==> config.mk <==
export PLATFORM = sky130hd
export DESIGN_NAME = mmio_irq_responder_flat
export DESIGN_NICKNAME = d
export VERILOG_FILES = /design/src/rtl/mmio_irq_responder_if.sv /design/src/rtl/mmio_irq_responder.sv /design/src/flat_wrapper.sv
export SDC_FILE = /design/constraint.sdc
export NUM_CORES = 1
export LEC_CHECK = 0
export CORE_MARGIN = 2
export CORE_UTILIZATION = 48
export CTS_CLUSTER_DIAMETER = 120
export CTS_CLUSTER_SIZE = 24
export DETAILED_ROUTE_END_ITERATION = 8
export GPL_TIMING_DRIVEN = 0
export PLACE_DENSITY = 0.82
export SETUP_SLACK_MARGIN = 0.15
export SYNTH_ARGS = -nofsm -noshare
export SYNTH_HDL_FRONTEND = slang
export SYNTH_SLANG_ARGS = --single-unit
==> constraint.sdc <==
create_clock -name i_clk -period 2.2 [get_ports i_clk]
set_input_delay 0.55 -clock i_clk [delete_from_list [all_inputs] [get_ports i_clk]]
set_output_delay 0.55 -clock i_clk [all_outputs]
set_load 0.03 [all_outputs]
run_1/congestion.png
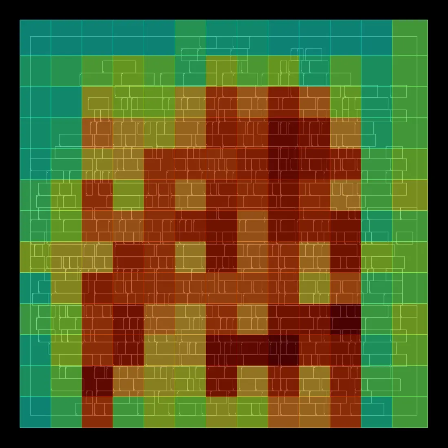
Routed wire per std cell: 20.0 um
Top Usage Layer GRT: met2
GRT Util Overall: 26.9%
Layout Utilization: 72.2%
GR Util met1: 32.6%

run_1/logic_types.png
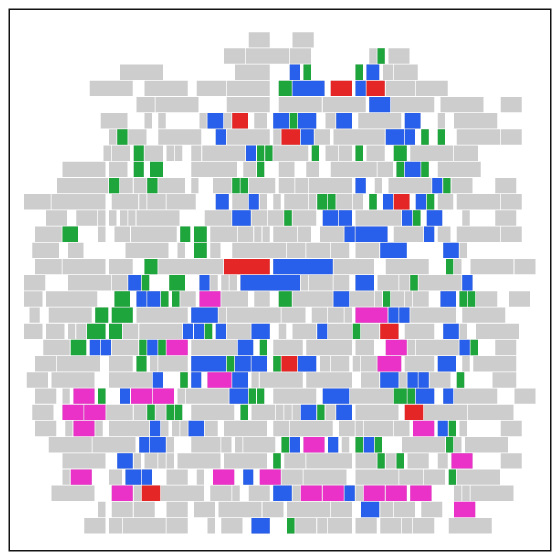
color	family	cells
magenta	mux cells	25
green	nand cells	82
red	non-inverting ao/oa cells	10
blue	aoi and oai cells	90
count of non-filler cells in the finished layout: 642
most frequent logic cell in the layout: dfxtp_1
logic share of the area: 45.3%

run_1/layer_met4.png
Bar = 20 um.
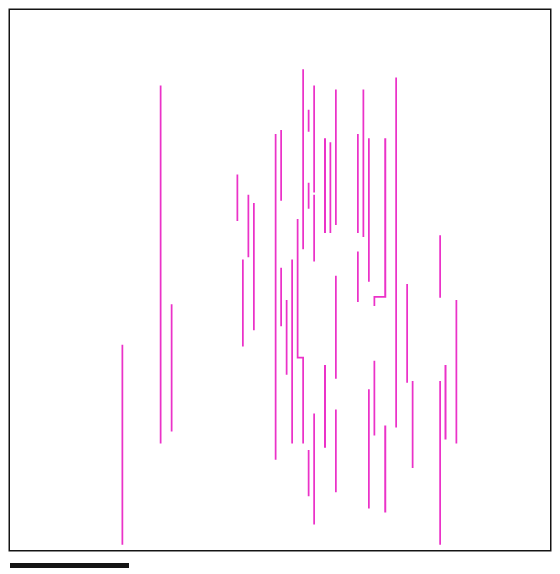
wire length on this layer	824 um
nets with wire on the layer	39
share of all routed wire	6.4%
final WL: 12,800 um
vias: 4,074

==> flow_summary.json, run 1 <==
{
  "clkbuf_count": 13,
  "ir_drop_mv": 0.314,
  "tightest_slew_ns": 0.691,
  "cp_max_fo": 6,
  "edf_count": 0,
  "status": "finished, violations left",
  "maxPowerGroup": "sequential cells",
  "drtIter0Drc": 470,
  "place.port_buffers": 59,
  "grt_pass1_wl_um": 17700,
  "p_switching_uw": 570,
  "yosysTopAreaCell": "dfxtp_1",
  "timing.hold.ws_ns": 0.449,
  "synthToLayoutAreaGrowth_pct": 45.2,
  "fp_nets": 484,
  "setup_ws_ns": -0.0843,
  "reg2reg_slack_ns": -0.08,
  "register_area_um2": 1430,
  "seq_cells": 71,
  "violations": "negative setup slack",
  "synth.avg_cell_area_um2": 8.18,
  "pg_clk_mw": 1.04,
  "finalCriticalPeriod_ns": 2.28,
  "fill_cells": 508,
  "numCtsBuffers": 9,
  "dp_hpwl_um": 7280,
  "crit_required_ns": 2.43,
  "synth-main-ff-cell": "dfxtp_1",
  "route.met3.wl_um": 1200,
  "final_hold_viol_count": 0,
  "cp_top_family": "simple AND/OR/NAND/NOR gates",
  "htree_levels": 3,
  "seq-power_mw": 1.28,
  "grt_pass1_vias": 3715,
  "p_comb_uw": 165,
  "p_sw_share_pct": 22.9,
  "synth_stat.cells": 441,
  "pre_cts_ws_ns": -0.859,
  "final_layout_size_suffix_gt1_share_pct": 21.4,
  "logic_gate_count": 331,
  "end_kind": "flop",
  "p_leak_nw": 1.97,
  "power_frac_comb_pct": 6.6,
  "fin_skew_ns": 0.00890,
  "rows": 31,
  "cellPowerDensity_nw_per_um2": 475,
  "cap_violations": 0,
  "clock_tree.root_cell": "clkbuf_8",
  "dpl_cell_area_um2": 4340,
  "cts_tree": "built",
  "final_nets": 581,
  "chipArea_um2": 8220,
  "crit_top_cell": "or4_4",
  "yosys_area_um2": 3610,
  "signal_buffers": 115,
  "drt-met1-wl_um": 4780,
  "setup_viol": 2,
  "ys_seq_share_pct": 39.4,
  "viasPerCell": 6.35,
  "finalWeightedCongestion": 0.978,
  "met2_length_um": 6010,
  "synth_top_area_share_pct": 39.4
}
==> run 1: cells by family after synthesis <==
logic type      Yosys count  share of synthesized area, %
buf+inv                  39                          4.58
simple gates            188                          25.8
flops                    71                          39.4
mux                      25                          7.04
xor+xnor                 13                          3.16
fa+ha+maj                 5                          1.73
compound gates          100                          18.3
==> run 1: cell usage after synthesis, drive strengths merged, types with 9 or more instances <==
cell	n
a21oi	36
a22oi	12
buf	14
clkbuf	15
dfxtp	71
inv	10
mux2i	22
nand2	60
nand3	9
nor2	57
nor3	14
o21ai	11
==> run 1: routing by layer <==
layer | vias to the layer above | global-route usage, %
li1 | 1769 | -
met1 | 1904 | 32.6
met4 | 0 | 18.2
met3 | 93 | 4.92
met5 | - | 0
met2 | 308 | 43.2
==> run 1: cells in the final DEF, fill, tap and decap left out, types with 5 or more instances in the layout <==
| cell type | instances |
|---|---|
| inv_1 | 10 |
| nor2_1 | 49 |
| nor4_4 | 5 |
| nand3_1 | 8 |
| nor3_1 | 11 |
| xnor2_1 | 6 |
| nand2_1 | 58 |
| mux2i_1 | 22 |
| clkbuf_1 | 13 |
| ha_1 | 5 |
| dfxtp_2 | 5 |
| buf_4 | 21 |
| dlymetal6s2s_1 | 5 |
| clkdlybuf4s50_1 | 50 |
| nor2_4 | 5 |
| clkbuf_8 | 10 |
| a21oi_1 | 32 |
| xor2_1 | 7 |
| o21ai_0 | 9 |
| buf_6 | 11 |
| a22oi_1 | 12 |
| a221oi_1 | 5 |
| dfxtp_1 | 65 |
==> run 1: what timing repair did <==
item                       in CTS  in global routing
setup endpoints to repair      60                 57
pin swaps                      13                 35
resized                        56                 68
cloned                          0                  2
buffers inserted               12                 13
==> run 1 -> run 2 <==
Settings changed: CORE_UTILIZATION 48 to 57, DONT_BUFFER_PORTS set to 1, GPL_ROUTABILITY_DRIVEN set to 0, GPL_TIMING_DRIVEN 0 to unset, PLACE_DENSITY 0.82 to 0.8.
==> run 2 against run 1 <==
Effect of this change: the run now ends clean; sequential power hardly changed; combinational power is 74% lower; sequential cell count stayed put; routed wire length is 25% lower; final cell count is 15% lower; clock-buffer cell count is 2 lower; hold slack worse by 0.20 ns; global-route usage is 0.19 points higher; sequential share of layout area is 6.6 points higher; critical endpoint unchanged; largest power group unchanged.
==> flow_summary.json, run 2 <==
{
  "clkTransAtPathRegs_ns": 0.08,
  "crit_required_ns": 2.45,
  "die_height_um": 83.6,
  "synth_top_area_share_pct": 39.4,
  "final_cell_mix": "dfxtp_1 (68), nand2_1 (59), nor2_1 (54)",
  "async_flop_share_pct": 0,
  "synth-main-ff-cell": "dfxtp_1",
  "antenna_left": 0,
  "dp_hpwl_um": 6390,
  "tightest_slew_ns": 0.652,
  "rr_worst_depth": 6,
  "antenna_cells": 0,
  "top_cell": "dfxtp_1",
  "synth_stat.cells": 441,
  "path_class": "flop to flop",
  "period_used_pct": 95.2,
  "fp_util_pct": 59.9,
  "status": "completed",
  "drtIter0Drc": 289,
  "grt_pass1_vias": 3293,
  "cp_slowest_cell": "or4_4",
  "slowest_delay_ns": 0.54,
  "fill_cells": 474,
  "grt_max_degree": 50,
  "min_delay_path_depth": 1,
  "finalCriticalPeriod_ns": 2.10,
  "maxSlewViolCount": 0,
  "fp_nets": 484,
  "final_layout_size_suffix_gt1_share_pct": 19.6,
  "netlist_area_um2": 3610,
  "ir_drop_mv": 0.345,
  "clock_path_buffers": 2,
  "final_nets": 507,
  "final_hold_viol_count": 0,
  "p_leak_nw": 1.51,
  "clock_tree.root_cell": "clkbuf_8",
  "timing.hold.ws_ns": 0.252,
  "grt_pass1_wl_um": 15300,
  "synth.avg_cell_area_um2": 8.18,
  "lay_top_count": "dfxtp_1",
  "crit_arrival_ns": 2.35,
  "maxSlewHeadroom_pct": 56.5,
  "end_kind": "flop",
  "cp_max_fo": 3,
  "numCtsBuffers": 9,
  "setup_ws_ns": 0.105,
  "crit_buf_inv": 0,
  "yosysTopAreaCell": "dfxtp_1",
  "chipArea_um2": 6980,
  "cellPowerDensity_nw_per_um2": 548,
  "cts_tree": "built",
  "grt_antenna_before_repair": 0,
  "yosys_area_um2": 3610,
  "rows": 28,
  "htree_levels": 3,
  "cts.sinks": 71,
  "clk_latency_ns": 0.36,
  "reg2reg_slack_ns": 0.10,
  "fin_skew_ns": 0.00952,
  "pre_cts_ws_ns": 0.0566,
  "final_cells": 544,
  "cts_hold_buf": 0,
  "cp_top_family": "simple AND/OR/NAND/NOR gates",
  "log.warning_count": 33,
  "ys_seq_share_pct": 39.4,
  "ys_warn_count": 0,
  "tns_ns": 0,
  "place.port_buffers": 0,
  "viasPerCell": 6.32,
  "edf_count": 0,
  "top_cells_by_count": "dfxtp_1 (71), nand2_1 (60), nor2_1 (57)",
  "timing.fmax_mhz": 477,
  "setup_viol": 0,
  "post-route-drc-count": 0,
  "netlist_instances": 441,
  "crit_top_cell": "or4_4",
  "dr.pass1.iters": 6,
  "io_pins": 64,
  "grt_usage_pct": 27.1,
  "cap_violations": 0,
  "synthToLayoutAreaGrowth_pct": 16.3,
  "start_kind": "flop"
}
[run 2: layout make-up]
cell class | count | area (um^2) | share of cell area [%]
clock inverter | 5 | 32.5 | 0.775
timing repair buffer | 41 | 333 | 7.93
tap | 75 | 93.8 | 2.24
sequential | 71 | 1430 | 34.0
multi-input combinational | 331 | 2120 | 50.6
inverter | 10 | 37.5 | 0.895
clock buffer | 11 | 151 | 3.61
[run 2: cells by family after synthesis]
kind of cell    after synthesis  share of synthesized area (%)
simple gates                188                           25.8
compound gates              100                           18.3
flops                        71                           39.4
buf+inv                      39                           4.58
mux                          25                           7.04
xor+xnor                     13                           3.16
fa+ha+maj                     5                           1.73
[run 2: per-stage QoR]
stage	instance area (um^2)	total power, mW
2_1_floorplan	3630	1.37
3_5_place_dp	3880	1.36
6_report	4200	2.30
5_1_grt	4200	2.37
3_3_place_gp	3880	1.36
4_1_cts	4100	2.32
[run 2: routing by layer]
layer | vias up | wire length, um | track usage [%]
met2 | 151 | 4700 | 44.9
met5 | - | 0 | 0
met3 | 28 | 648 | 4.95
met4 | 0 | 316 | 13.8
li1 | 1619 | - | -
met1 | 1639 | 3930 | 33.6
[run 2: power breakdown]
part	total (mW)	switching, mW	internal [mW]
registers	1.28	0.000624	1.28
logic	0.0430	0.0198	0.0232
clock network	0.970	0.504	0.466
total	2.30	0.524	1.77
[run 2: what timing repair did]
item,CTS,global route
pin swaps,2,5
cloned,0,0
resized,5,22
setup endpoints to repair,3,15
setup buffers,3,1
run_2/layer_met4.png
Bar = 20 um.
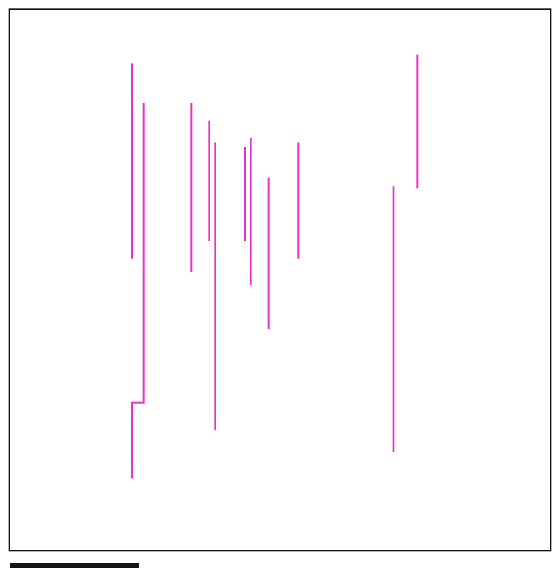
nets with wire on the layer	9
main direction	vertical
wire length on this layer	317 um
final WL: 9590 um
vias: 3,437

run_2/congestion.png
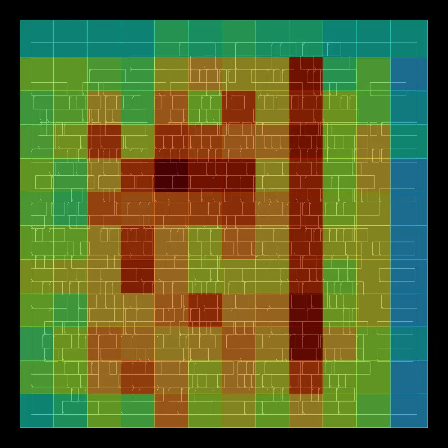
met2 Usage GRT: 44.9%
Routed wire per std cell: 17.6 um
GR Util met3: 4.95%
Layout Utilization: 69.6%

Power is estimated from default activity; no workload was simulated.
